File: config.mk
export PLATFORM = sky130hd
export DESIGN_NAME = mips_prog_loader_flat
export DESIGN_NICKNAME = d
export VERILOG_FILES = /design/src/rtl/mips_prog_loader_if.sv /design/src/rtl/mips_prog_loader.sv /design/src/flat_wrapper.sv
export SDC_FILE = /design/constraint.sdc
export NUM_CORES = 1
export LEC_CHECK = 0
export ABC_CLOCK_PERIOD_IN_PS = 1800
export CAP_MARGIN = 15
export CELL_PAD_IN_SITES_DETAIL_PLACEMENT = 0
export CELL_PAD_IN_SITES_GLOBAL_PLACEMENT = 1
export CORE_MARGIN = 3
export CORE_UTILIZATION = 25
export DETAILED_ROUTE_END_ITERATION = 8
export PLACE_DENSITY = 0.68
export SLEW_MARGIN = 20
export SYNTH_ARGS = -nofsm -noshare
export SYNTH_HDL_FRONTEND = slang
export SYNTH_SLANG_ARGS = --single-unit
File: constraint.sdc
create_clock -name clk -period 1.8 [get_ports clk]
set_clock_uncertainty 0.05 [all_clocks]
set_input_delay 0.45 -clock clk [delete_from_list [all_inputs] [get_ports clk]]
set_output_delay 0.45 -clock clk [all_outputs]
set_load 0.02 [all_outputs]
File: src/rtl/mips_prog_loader_if.sv
// Request bus between an instruction producer and the program loader.
interface mips_prog_loader_if;
    logic        req_valid;
    logic        req_ready;
    logic [2:0]  req_op;
    logic [2:0]  req_fsel;
    logic [4:0]  req_rs;
    logic [4:0]  req_rt;
    logic [4:0]  req_rd;
    logic [15:0] req_imm;
    logic [25:0] req_target;

    modport master (
        output req_valid, req_op, req_fsel, req_rs, req_rt, req_rd, req_imm, req_target,
        input  req_ready
    );

    modport slave (
        input  req_valid, req_op, req_fsel, req_rs, req_rt, req_rd, req_imm, req_target,
        output req_ready
    );
endinterface

File: src/rtl/mips_prog_loader.sv
// Encodes MIPS instruction requests and writes them sequentially into instruction memory.
module mips_prog_loader #(
    parameter  int unsigned DEPTH  = 64,
    localparam int unsigned ADDR_W = (DEPTH > 1) ? $clog2(DEPTH) : 1
) (
    input  logic                 clk,
    input  logic                 rst_n,
    input  logic                 start,
    input  logic                 finish,
    mips_prog_loader_if.slave    req,
    output logic                 imem_we,
    output logic [ADDR_W-1:0]    imem_addr,
    output logic [31:0]          imem_wdata,
    output logic                 busy,
    output logic                 done,
    output logic                 err,
    output logic [ADDR_W:0]      instr_count
);

    localparam logic [2:0] OP_RTYPE = 3'd0;
    localparam logic [2:0] OP_LW    = 3'd1;
    localparam logic [2:0] OP_SW    = 3'd2;
    localparam logic [2:0] OP_BEQ   = 3'd3;
    localparam logic [2:0] OP_ADDI  = 3'd4;
    localparam logic [2:0] OP_J     = 3'd5;

    localparam logic [2:0] F_ADD = 3'd0;
    localparam logic [2:0] F_SUB = 3'd1;
    localparam logic [2:0] F_AND = 3'd2;
    localparam logic [2:0] F_OR  = 3'd3;
    localparam logic [2:0] F_SLT = 3'd4;
    localparam logic [2:0] F_NOP = 3'd5;

    localparam logic [ADDR_W-1:0] LAST_ADDR = ADDR_W'(DEPTH - 1);

    typedef enum logic [1:0] {S_IDLE, S_LOAD, S_WRITE, S_DONE} state_t;

    state_t              r_state;
    logic                r_we;
    logic [ADDR_W-1:0]   r_addr;
    logic [31:0]         r_wdata;
    logic                r_busy;
    logic                r_done;
    logic                r_err;
    logic [ADDR_W:0]     r_count;

    logic                w_legal;
    logic [31:0]         w_word;
    logic                w_hs;

    // Ready is combinational so a same-cycle finish blocks the handshake.
    assign req.req_ready = (r_state == S_LOAD) && !finish;
    assign w_hs          = req.req_valid && req.req_ready;

    assign imem_we     = r_we;
    assign imem_addr   = r_addr;
    assign imem_wdata  = r_wdata;
    assign busy        = r_busy;
    assign done        = r_done;
    assign err         = r_err;
    assign instr_count = r_count;

    // Instruction encoder and legality check.
    always_comb begin
        w_word  = '0;
        w_legal = 1'b1;
        case (req.req_op)
            OP_RTYPE: begin
                case (req.req_fsel)
                    F_ADD:   w_word = {6'b000000, req.req_rs, req.req_rt, req.req_rd, 5'b00000, 6'b100000};
                    F_SUB:   w_word = {6'b000000, req.req_rs, req.req_rt, req.req_rd, 5'b00000, 6'b100010};
                    F_AND:   w_word = {6'b000000, req.req_rs, req.req_rt, req.req_rd, 5'b00000, 6'b100100};
                    F_OR:    w_word = {6'b000000, req.req_rs, req.req_rt, req.req_rd, 5'b00000, 6'b100101};
                    F_SLT:   w_word = {6'b000000, req.req_rs, req.req_rt, req.req_rd, 5'b00000, 6'b101010};
                    F_NOP:   w_word = '0;
                    default: w_legal = 1'b0;
                endcase
            end
            OP_LW:   w_word = {6'b100011, req.req_rs, req.req_rt, req.req_imm};
            OP_SW:   w_word = {6'b101011, req.req_rs, req.req_rt, req.req_imm};
            OP_BEQ:  w_word = {6'b000100, req.req_rs, req.req_rt, req.req_imm};
            OP_ADDI: w_word = {6'b001000, req.req_rs, req.req_rt, req.req_imm};
            OP_J:    w_word = {6'b000010, req.req_target};
            default: w_legal = 1'b0;
        endcase
    end

    // Session FSM with registered status and memory-write outputs.
    always_ff @(posedge clk or negedge rst_n) begin
        if (!rst_n) begin
            r_state <= S_IDLE;
            r_we    <= 1'b0;
            r_addr  <= '0;
            r_wdata <= '0;
            r_busy  <= 1'b0;
            r_done  <= 1'b0;
            r_err   <= 1'b0;
            r_count <= '0;
        end else begin
            r_we <= 1'b0;
            case (r_state)
                S_IDLE, S_DONE: begin
                    if (start) begin
                        r_state <= S_LOAD;
                        r_addr  <= '0;
                        r_count <= '0;
                        r_err   <= 1'b0;
                        r_busy  <= 1'b1;
                        r_done  <= 1'b0;
                    end
                end
                S_LOAD: begin
                    if (finish) begin
                        r_state <= S_DONE;
                        r_busy  <= 1'b0;
                        r_done  <= 1'b1;
                    end else if (w_hs) begin
                        if (w_legal) begin
                            r_wdata <= w_word;
                            r_we    <= 1'b1;
                            r_state <= S_WRITE;
                        end else begin
                            r_err   <= 1'b1;
                        end
                    end
                end
                S_WRITE: begin
                    r_count <= r_count + (ADDR_W+1)'(1);
                    // Last word: hold the address rather than wrap.
                    if (r_addr == LAST_ADDR) begin
                        r_state <= S_DONE;
                        r_busy  <= 1'b0;
                        r_done  <= 1'b1;
                    end else begin
                        r_addr  <= r_addr + ADDR_W'(1);
                        r_state <= S_LOAD;
                    end
                end
                default: r_state <= S_IDLE;
            endcase
        end
    end

endmodule
File: src/flat_wrapper.sv
// flat-port wrapper written by rule: the top's interface ports become plain ports
module mips_prog_loader_flat 
#(
    parameter  int unsigned DEPTH  = 64,
    localparam int unsigned ADDR_W = (DEPTH > 1) ? $clog2(DEPTH) : 1
)
  (clk, rst_n, start, finish, imem_we, imem_addr, imem_wdata, busy, done, err, instr_count, req_req_valid, req_req_op, req_req_fsel, req_req_rs, req_req_rt, req_req_rd, req_req_imm, req_req_target, req_req_ready);
  mips_prog_loader_if req_i ();
  input  logic clk;
  input  logic rst_n;
  input  logic start;
  input  logic finish;
  output logic imem_we;
  output logic [ADDR_W-1:0] imem_addr;
  output logic [31:0] imem_wdata;
  output logic busy;
  output logic done;
  output logic err;
  output logic [ADDR_W:0] instr_count;
  input wire logic [$bits(req_i.req_valid)-1:0] req_req_valid;
  input wire logic [$bits(req_i.req_op)-1:0] req_req_op;
  input wire logic [$bits(req_i.req_fsel)-1:0] req_req_fsel;
  input wire logic [$bits(req_i.req_rs)-1:0] req_req_rs;
  input wire logic [$bits(req_i.req_rt)-1:0] req_req_rt;
  input wire logic [$bits(req_i.req_rd)-1:0] req_req_rd;
  input wire logic [$bits(req_i.req_imm)-1:0] req_req_imm;
  input wire logic [$bits(req_i.req_target)-1:0] req_req_target;
  output wire logic [$bits(req_i.req_ready)-1:0] req_req_ready;
  assign req_i.req_valid = req_req_valid;
  assign req_i.req_op = req_req_op;
  assign req_i.req_fsel = req_req_fsel;
  assign req_i.req_rs = req_req_rs;
  assign req_i.req_rt = req_req_rt;
  assign req_i.req_rd = req_req_rd;
  assign req_i.req_imm = req_req_imm;
  assign req_i.req_target = req_req_target;
  assign req_req_ready = req_i.req_ready;
  mips_prog_loader #(.DEPTH(DEPTH)) u_core (.clk(clk), .rst_n(rst_n), .start(start), .finish(finish), .req(req_i), .imem_we(imem_we), .imem_addr(imem_addr), .imem_wdata(imem_wdata), .busy(busy), .done(done), .err(err), .instr_count(instr_count));
endmodule
==> reports/metrics.json, run 1 <==
{
  "grt": {
    "busiest_layer": "met2",
    "grt_pass1_vias": 2909,
    "grt.met3_usage_pct": 4.599
  },
  "synth": {
    "syn_nets": 335,
    "synth-adder-area-share_pct": 2.632,
    "synth.cellmix.xorXnorShare_pct": 0.6140,
    "yosys-stat-cells": 261,
    "proportion_of_synthesized_area_in_mux_cells_pct": 2.193
  },
  "worst_setup_path": {
    "worst_r2r_startpoint": "u_core.r_state[1]",
    "cp_max_fo": 6,
    "timing.reg2reg.worst_path_depth": 7,
    "cp_startpoint_kind": "input pin",
    "critical_path.n_buffers_inverters": 3
  },
  "cts": {
    "tritoncts": "done",
    "cts-htree-levels": 2,
    "hold_buffers": 0,
    "cts.clk_slew.worst_paths_ns": 0.07
  },
  "timing": {
    "fin_worst_hold_slack_ns": 0.08084,
    "hold_violations": 0
  },
  "run": {
    "stage_log_warnings": 30
  },
  "die": {
    "die-width_um": 112.8
  },
  "pwr": {
    "power_sequential_mw": 1.81,
    "power.density_mw_per_mm2": 1228,
    "totalPowerFinal_mw": 6.111,
    "power.switching_fraction_pct": 36.25,
    "power.internal_mw": 3.895
  },
  "cells_and_area": {
    "lay_top_cells": "66 x clkdlybuf4s50_1, 49 x dfrtp_1, 42 x buf_4",
    "antennaDiodeCount": 1,
    "seqCellArea_sq_mm": 0.001226,
    "count_of_clock_buffers_in_the_final_design": 5,
    "area.combinational_sq_mm": 0.001664,
    "n_all_buffers": 171,
    "drive_above_1_share_pct": 27.86,
    "largest_register_ff_count": 30,
    "comb_area_share_pct": 33.44
  },
  "status": {
    "outcome": "finished clean"
  },
  "drt": {
    "detail_route.first_pass.iterations": 4
  },
  "placement": {
    "dp_hpwl_mm": 6.860
  }
}
==> run 1: synth_stat cells, types with 2 or more instances <==
| library cell | count | area share, % |
|---|---|---|
| inv_1 | 9 | 1.2 |
| a22o_1 | 10 | 3.1 |
| a22oi_1 | 16 | 4.2 |
| mux2_2 | 2 | 0.79 |
| buf_4 | 3 | 0.79 |
| nand2b_1 | 3 | 0.66 |
| o2bb2ai_1 | 7 | 2.1 |
| clkbuf_1 | 10 | 1.3 |
| a21o_1 | 2 | 0.53 |
| a32oi_1 | 2 | 0.61 |
| buf_12 | 2 | 1.4 |
| o21ai_0 | 15 | 2.6 |
| nor4_1 | 4 | 0.88 |
| nor3_1 | 4 | 0.70 |
| nor2_1 | 7 | 0.92 |
| o2bb2ai_2 | 20 | 11 |
| nand2_1 | 16 | 2.1 |
| nor3b_1 | 2 | 0.53 |
| ha_1 | 6 | 2.6 |
| a21oi_1 | 10 | 1.8 |
| dfrtp_1 | 49 | 43 |
| buf_2 | 4 | 0.70 |
| o21a_1 | 5 | 1.3 |
| a32o_1 | 8 | 2.8 |
| nand3_1 | 7 | 1.2 |
| xnor2_1 | 2 | 0.61 |
| mux2i_1 | 4 | 1.4 |
| a31oi_1 | 4 | 0.88 |
| a2bb2oi_1 | 2 | 0.61 |
| nor2b_1 | 3 | 0.66 |
==> run 1: metal layers <==
layer / vias up / part of all wire [%]
met5: - / 0
met4: 0 / 0.64
met3: 6 / 7.0
met2: 92 / 45
met1: 1327 / 47
li1: 1335 / -
==> run 1: repair_timing <==
action | in CTS | in global routing
pin swaps | 25 | 9
resized | 59 | 49
endpoints found under the setup margin | 57 | 47
setup buffers | 4 | 2
cloned | 4 | 0
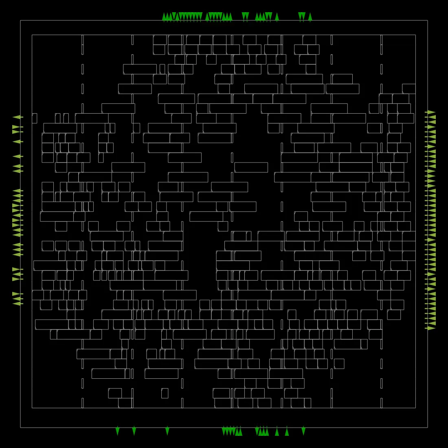
*Placed standard cells, run 1*
number of cells in the finished layout apart from fillers: 561
count of inserted tapcells: 140
fill cell instance count of the final layout: 1,067
Seq/total area: 24.64%
end-of-flow core utilization: 45.31%

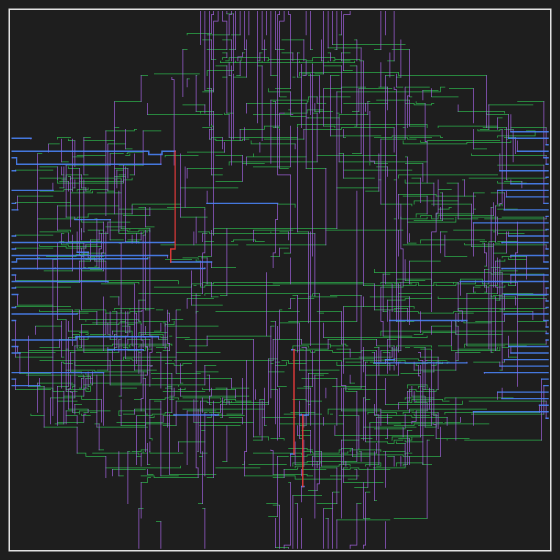
*Wiring by layer, run 1*
Key: blue = M3 [wire length 667 um]; purple = M2 [wire length 4,240 um]; red = M4 [wire length 60.8 um]; green = M1 [wire length 4,480 um]

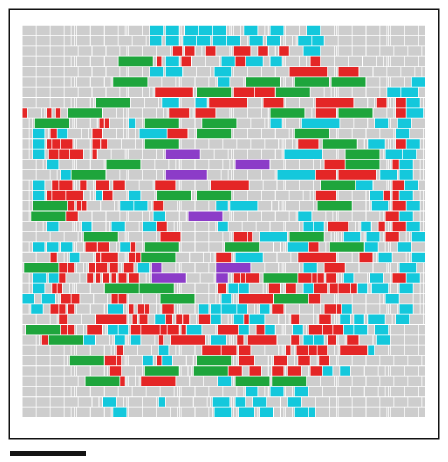
*Cell classes on the final placement, run 1*
Scale bar: 20 um. Fill, decap, tap and diode cells in grey.
Key: cyan = remaining buffers and delay cells [cells 171]; red = remaining logic cells [cells 192]; green = sequential cells [cells 49]; purple = clock drivers and dummy loads [cells 8]
finished layout cell area: 0.004976 sq mm
Core Area: 0.01098 sq mm

--- run 2 (diff from run 1) ---
--- a/config.mk
+++ b/config.mk
@@ -5,14 +5,14 @@
 export SDC_FILE = /design/constraint.sdc
 export NUM_CORES = 1
 export LEC_CHECK = 0
-export ABC_CLOCK_PERIOD_IN_PS = 1800
+export ABC_CLOCK_PERIOD_IN_PS = 2000
 export CAP_MARGIN = 15
 export CELL_PAD_IN_SITES_DETAIL_PLACEMENT = 0
 export CELL_PAD_IN_SITES_GLOBAL_PLACEMENT = 1
 export CORE_MARGIN = 3
 export CORE_UTILIZATION = 25
 export DETAILED_ROUTE_END_ITERATION = 8
-export PLACE_DENSITY = 0.68
+export PLACE_DENSITY = 0.66
 export SLEW_MARGIN = 20
 export SYNTH_ARGS = -nofsm -noshare
 export SYNTH_HDL_FRONTEND = slang
==> constraint.sdc (replaced) <==
create_clock -name clk -period 2 [get_ports clk]
set_clock_uncertainty 0.05 [all_clocks]
set_input_delay 0.5 -clock clk [delete_from_list [all_inputs] [get_ports clk]]
set_output_delay 0.5 -clock clk [all_outputs]
set_load 0.02 [all_outputs]
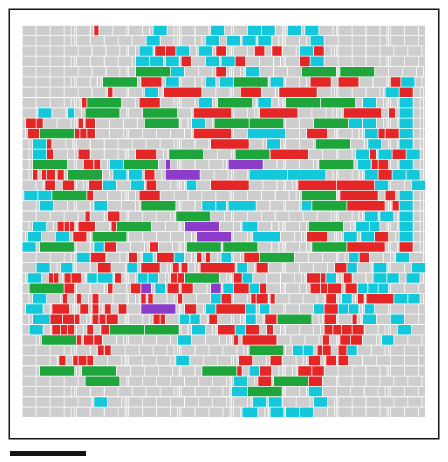
*Cell classes on the final placement, run 2*
Scale bar: 20 um. Fill, decap, tap and diode cells in grey.
Key: cyan = remaining buffers and delay cells [cells 164]; red = remaining logic cells [cells 192]; green = sequential cells [cells 49]; purple = clock drivers and dummy loads [cells 8]
finished layout cell area: 0.004881 sq mm
end-of-flow core utilization: 44.44%
Seq/total area: 25.12%
Site Rows: 38

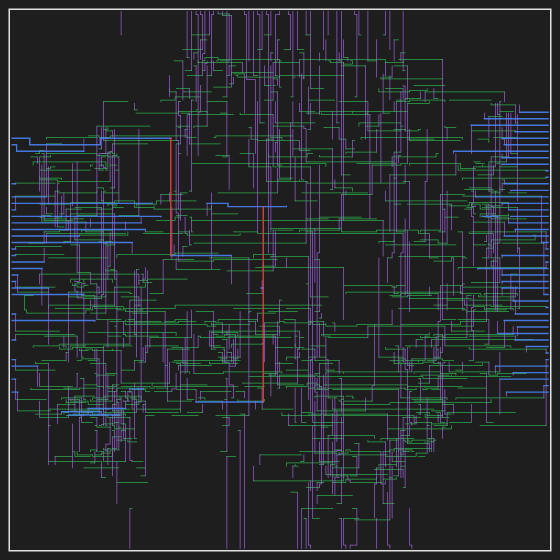
*Wiring by layer, run 2*
Key: red = M4 [wire length 65.3 um]; green = M1 [wire length 4,260 um]; blue = M3 [wire length 686 um]; purple = M2 [wire length 4,180 um]
total global-route track usage: 14.27%
vias post-DR: 2,691

==> run 2 against run 1 <==
  * Worst setup slack gained 0.034 ns
  * Core utilization decreased by 0.87 points
  * Sequential cell count stayed put
  * First-iteration DRC count rose by 39%
  * Final cell count is 1.4% lower
  * Hold slack better by 0.080 ns
  * Clock-buffer cell count up 1
  * Critical path depth down 6
  * Total power down 12%
  * Non-clock buffer count shrank 7
  * Die area is the same
  * Clock power down 22%
==> reports/metrics.json, run 2 <==
{
  "status": {
    "outcome": {"value": "finished clean", "change": "unchanged"}
  },
  "cells_and_area": {
    "seqCellArea": {"value": 0.001226, "unit": "sq mm", "change": "unchanged"},
    "lay_top_cells": {"value": "106 x clkdlybuf4s50_1, 49 x dfrtp_1, 41 x buf_4", "change": "was 66 x clkdlybuf4s50_1, 49 x dfrtp_1, 42 x buf_4"},
    "antennaDiodeCount": {"value": 0, "change": "was 1"},
    "fillerInstances": {"value": 1069, "change": "was 1,067"},
    "area.combinational": {"value": 0.001690, "unit": "sq mm", "change": "was 0.001664 sq mm"}
  },
  "drt": {
    "detail_route.first_pass.iterations": {"value": 4, "change": "unchanged"}
  },
  "worst_setup_path": {
    "cp_startpoint_kind": {"value": "flop", "change": "was input pin"},
    "critical_path.n_buffers_inverters": {"value": 1, "change": "was 3"},
    "worst_r2r_startpoint": {"value": "u_core.r_state[1]", "change": "unchanged"}
  },
  "synth": {
    "proportion_of_synthesized_area_in_mux_cells": {"value": 2.193, "unit": "%", "change": "unchanged"},
    "synth.cellmix.xorXnorShare": {"value": 0.6140, "unit": "%", "change": "unchanged"},
    "syn_nets": {"value": 335, "change": "unchanged"},
    "post-synth-top-count-cell": {"value": "dfrtp_1", "change": "unchanged"}
  },
  "grt": {
    "grt.met3_usage": {"value": 4.492, "unit": "%", "change": "was 4.599%"},
    "grt_pass1_vias": {"value": 2809, "change": "was 2,909"}
  },
  "cts": {
    "hold_buffers": {"value": 0, "change": "unchanged"},
    "cts.clk_slew.worst_paths": {"value": 0.07, "unit": "ns", "change": "about the same"},
    "post_cts_buffers": {"value": 0, "change": "was 4"},
    "post_cts_resize_count": {"value": 24, "change": "was 59"}
  },
  "timing": {
    "fin_worst_hold_slack": {"value": 0.1612, "unit": "ns", "change": "was 0.08084 ns"}
  }
}
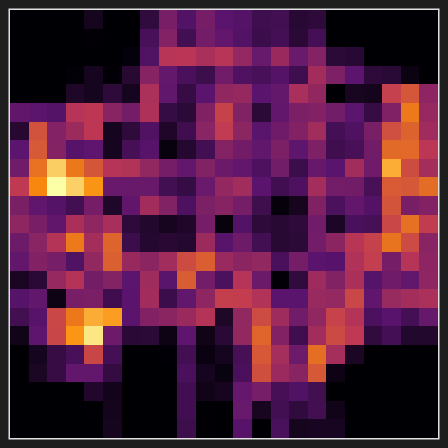
*Signal metal coverage by tile, run 2*
The die is cut into 23 by 23 equal tiles; black is low, pale yellow is high, scaled to the fullest tile. Values are wire area over tile area, all layers added.
The emptiest ninth of the die: top left. 21% of the tiles are nearly empty. 11% of the tiles are over half the peak.

run 2: cell counts after synthesis:
No cell type changed its count.
run 2: per-stage QoR:
| stage | instances | power [mW] | TNS [ns] | util (%) | setup WS [ns] |
|---|---|---|---|---|---|
| 6_report | 553 | 5.400 | 0 | 44.44 | 0.04955 |
| 4_1_cts | 553 | 5.215 | 0 | 42.71 | 0.006738 |
| 2_1_floorplan | 261 | 2.958 | 0 | - | 0.08182 |
| 5_1_grt | 553 | 5.717 | 0 | 44.44 | 0.001069 |
| 3_5_place_dp | 542 | 4.260 | -16.29 | 40.21 | -0.5328 |
| 3_3_place_gp | 542 | 4.244 | -14.70 | 40.21 | -0.4939 |
run 2: how the worst max path moves through the flow:
stage / slack (ns) / cells past startpoint / to
6_report: 0.05 / 1 / imem_addr[2]
5_1_grt: 0.001 / 1 / imem_addr[2]
4_1_cts: 0.007 / 8 / u_core.imem_wdata[21]
3_5_place_dp: -0.53 / 6 / u_core.imem_wdata[4]
3_3_place_gp: -0.49 / 7 / u_core.imem_wdata[9]
2_1_floorplan: 0.08 / 6 / u_core.imem_addr[0]
run 2: layout make-up:
cell class | count | share of cell area (%)
inverters | 9 | 0.6921
flip-flops and latches | 49 | 25.12
repair buffers | 164 | 33.02
well taps | 140 | 3.589
multi-input cells | 183 | 34.63
clock buffers | 6 | 2.640
clock inverters | 2 | 0.3076
run 2: where the power goes:
part           switching (mW)  total (mW)  leakage [nW]  internal [mW]
logic                    1.27        2.88          1.32           1.61
clock network           0.382       0.847        0.0631          0.465
registers               0.326        1.67         0.648           1.35
run 2: layer usage:
layer / vias up / routed length [um]
li1: 1315 / -
met2: 86 / 4183
met5: - / 0
met4: 0 / 65
met3: 5 / 686
met1: 1285 / 4259
--- run 3 (diff from run 2) ---
--- a/config.mk
+++ b/config.mk
@@ -5,14 +5,14 @@
 export SDC_FILE = /design/constraint.sdc
 export NUM_CORES = 1
 export LEC_CHECK = 0
-export ABC_CLOCK_PERIOD_IN_PS = 2000
+export ABC_CLOCK_PERIOD_IN_PS = 2200
 export CAP_MARGIN = 15
-export CELL_PAD_IN_SITES_DETAIL_PLACEMENT = 0
-export CELL_PAD_IN_SITES_GLOBAL_PLACEMENT = 1
+export CELL_PAD_IN_SITES_DETAIL_PLACEMENT = 1
+export CELL_PAD_IN_SITES_GLOBAL_PLACEMENT = 2
 export CORE_MARGIN = 3
 export CORE_UTILIZATION = 25
 export DETAILED_ROUTE_END_ITERATION = 8
-export PLACE_DENSITY = 0.66
+export PLACE_DENSITY = 0.79
 export SLEW_MARGIN = 20
 export SYNTH_ARGS = -nofsm -noshare
 export SYNTH_HDL_FRONTEND = slang
==> constraint.sdc (replaced) <==
create_clock -name clk -period 2.2 [get_ports clk]
set_clock_uncertainty 0.05 [all_clocks]
set_input_delay 0.55 -clock clk [delete_from_list [all_inputs] [get_ports clk]]
set_output_delay 0.55 -clock clk [all_outputs]
set_load 0.02 [all_outputs]
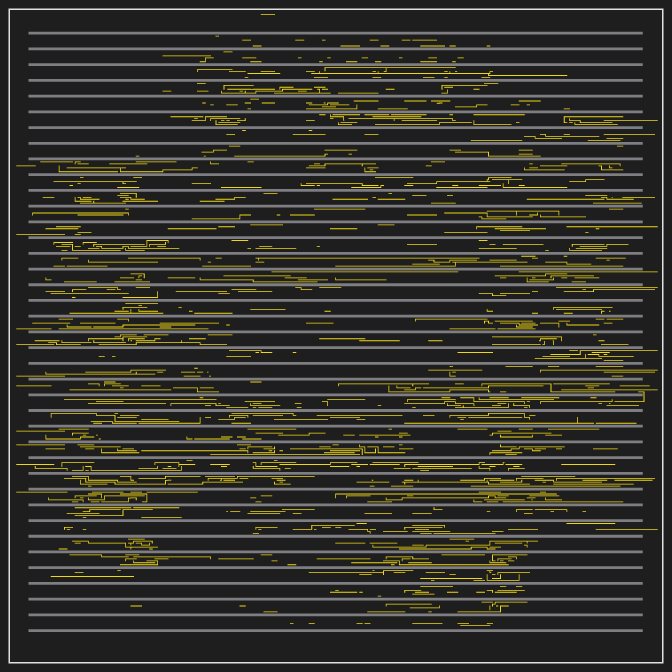
*The metal 1 layer, run 3*
Supply wires on this layer in grey.
The layer carries 4,210 um of wire. The layer holds 45% of the routed length. The wires run mostly horizontal.

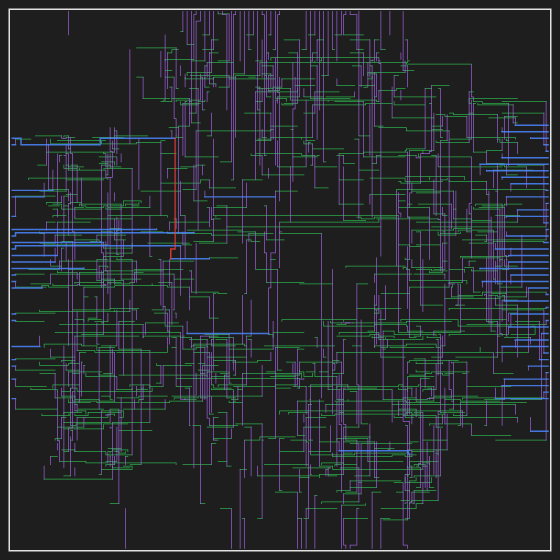
*Wiring by layer, run 3*
Key: red = M4 [wire length 26.1 um]; blue = M3 [wire length 547 um]; green = M1 [wire length 4,210 um]; purple = M2 [wire length 4,590 um]
total global-route track usage: 14.65%
post-detailed-routing wire length: 9.376 mm
vias post-DR: 2,680
wire length per cell after detailed routing: 17.43 um

==> run 3 against run 2 <==
  * Core utilization fell by 3.3 points
  * Sequential cell count did not move
  * Final area fell by 7.4%
  * Sequential share of layout area rose by 2.0 points
  * Highest routed layer unchanged
  * Clock-buffer cell count fell by 1
  * Register-to-register slack improved by 0.15 ns
  * Die area did not move
  * Hold slack got worse by 0.022 ns
  * Routed wire length rose by 2.0%
  * Largest cell class unchanged
  * Synthesized cell count did not move
==> reports/metrics.json, run 3 <==
{
  "synth": {
    "post-synth-top-count-cell": {"value": "dfrtp_1", "change": "unchanged"},
    "synth.cell_area": {"value": 0.002853, "unit": "sq mm", "change": "unchanged"},
    "synth_top_cell_by_area": {"value": "dfrtp_1", "change": "unchanged"},
    "post_synth_main_area_contributors": {"value": "dfrtp_1 43%, o2bb2ai_2 11%, a22oi_1 4.2%, a22o_1 3.1%, a32o_1 2.8%", "change": "unchanged"},
    "syn_nets": {"value": 335, "change": "unchanged"},
    "yosys-top-cells-count": {"value": "49 x dfrtp_1, 20 x o2bb2ai_2, 16 x a22oi_1, 16 x nand2_1, 15 x o21ai_0", "change": "unchanged"},
    "yosys-stat-cells": {"value": 261, "change": "unchanged"},
    "top_cell_area_share": {"value": 42.98, "unit": "%", "change": "unchanged"}
  },
  "placement": {
    "placed_cell_count": {"value": 530, "change": "was 542"},
    "detailedPlace.worstSlack": {"value": -0.3087, "unit": "ns", "change": "was -0.5328 ns"},
    "dp_hpwl": {"value": 7.311, "unit": "mm", "change": "was 6.746 mm"}
  },
  "worst_setup_path": {
    "timing.reg2reg.worst_path_depth": {"value": 7, "change": "unchanged"},
    "cp_startpoint_kind": {"value": "input pin", "change": "was flop"},
    "cp_max_fo": {"value": 2, "change": "was 8"},
    "worst_r2r_startpoint": {"value": "u_core.r_state[1]", "change": "unchanged"}
  },
  "status": {
    "outcome": {"value": "finished clean", "change": "unchanged"}
  },
  "grt": {
    "grt_pass1_vias": {"value": 2895, "change": "was 2,809"}
  },
  "run": {
    "stage_log_warnings": {"value": 29, "change": "was 28"}
  },
  "cells_and_area": {
    "drive_above_1_share": {"value": 18.84, "unit": "%", "change": "was 23.24%"},
    "largest_register_ff_count": {"value": 30, "change": "unchanged"},
    "lay_top_cells": {"value": "112 x clkdlybuf4s50_1, 49 x dfrtp_1, 29 x buf_4", "change": "was 106 x clkdlybuf4s50_1, 49 x dfrtp_1, 41 x buf_4"},
    "layoutNonFillerInstCount": {"value": 538, "change": "was 553"}
  },
  "cts": {
    "cts-htree-levels": {"value": 2, "change": "unchanged"},
    "tritoncts": {"value": "done", "change": "unchanged"},
    "post_cts_buffers": {"value": 0, "change": "unchanged"}
  },
  "die": {
    "fp.coreArea": {"value": 0.01098, "unit": "sq mm", "change": "unchanged"},
    "row_count": {"value": 38, "change": "unchanged"},
    "die-width": {"value": 112.8, "unit": "um", "change": "unchanged"}
  },
  "timing": {
    "fin_worst_hold_slack": {"value": 0.1387, "unit": "ns", "change": "was 0.1612 ns"},
    "hold_violations": {"value": 0, "change": "unchanged"},
    "layout_setup_ws": {"value": 0.04474, "unit": "ns", "change": "was 0.04955 ns"},
    "setup_tns": {"value": 0, "unit": "ns", "change": "unchanged"}
  },
  "drt": {
    "detail_route.first_pass.iterations": {"value": 4, "change": "unchanged"}
  },
  "pwr": {
    "power.density": {"value": 1008, "unit": "mW/mm^2", "change": "was 1106 mW/mm^2"},
    "totalPowerFinal": {"value": 4.555, "unit": "mW", "change": "was 5.400 mW"}
  }
}
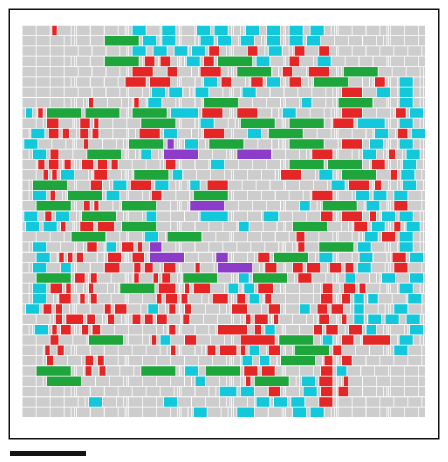
*Cell classes on the final placement, run 3*
Scale bar: 20 um. Fill, decap, tap and diode cells in grey.
Key: cyan = remaining buffers and delay cells [cells 149]; green = sequential cells [cells 49]; purple = clock drivers and dummy loads [cells 8]; red = remaining logic cells [cells 192]
Seq/total area: 27.13%
end-of-flow core utilization: 41.15%
finished layout cell area: 0.004519 sq mm

## run 3: kinds of logic (layout without fill, tap and decap cells)
family | Yosys count | after routing | share of synthesized area [%]
compound gates | 110 | 110 | 34.21
xor+xnor | 2 | 2 | 0.6141
fa+ha+maj | 6 | 6 | 2.632
buf+inv | 29 | 166 | 5.790
flops | 49 | 49 | 42.98
mux | 6 | 6 | 2.193
other cells | 1 | 1 | 0.1315
simple gates | 58 | 58 | 11.45
## run 3: worst paths after layout
path / to / slack [ns]
worst max-delay path: req_req_ready / 0.04
worst min-delay path: u_core.imem_addr[3] / 0.14
worst max register to register: u_core.imem_wdata[5] / 0.25
worst min register to register: u_core.imem_wdata[24] / 0.45
max in group asynchronous: u_core.imem_wdata[11] / 1.34
min in group clk: u_core.imem_wdata[24] / 0.45
## run 3: final cells by class
class,count,area [sq um]
inverter,9,33.78
fill,1230,6464
sequential,49,1226
clock inverter,3,22.52
multi-input combinational,183,1486
tap,140,175.2
timing repair buffer,149,1450
clock buffer,5,125.1
## run 3: repair_timing
item / CTS / global route
pin swaps: 0 / 1
resized: 2 / 8
hold buffers: 0 / 0
endpoints found under the setup margin: 2 / 26
## run 3: where the power goes
group / switching [mW] / leakage (nW) / internal [mW] / total [mW]
sequential: 0.255 / 0.648 / 1.22 / 1.48
combinational: 1.10 / 1.13 / 1.20 / 2.30
clock: 0.350 / 0.0738 / 0.424 / 0.773
total: 1.71 / 1.86 / 2.85 / 4.55
## run 3: layer usage
layer  up-vias  GRT usage, %  wire [um]
met5         -             0          0
met4         0         2.324         26
met3         2         4.011        546
met2        72         24.45       4591
met1      1331         19.40       4212
li1       1275             -          -
## run 3: critical path: cells and delay by family
family | cells | cell delay [ns]
buffers and inverters | 3 | 0.83
and+or+nand+nor | 1 | 0.18
Power is estimated from default activity; no workload was simulated.
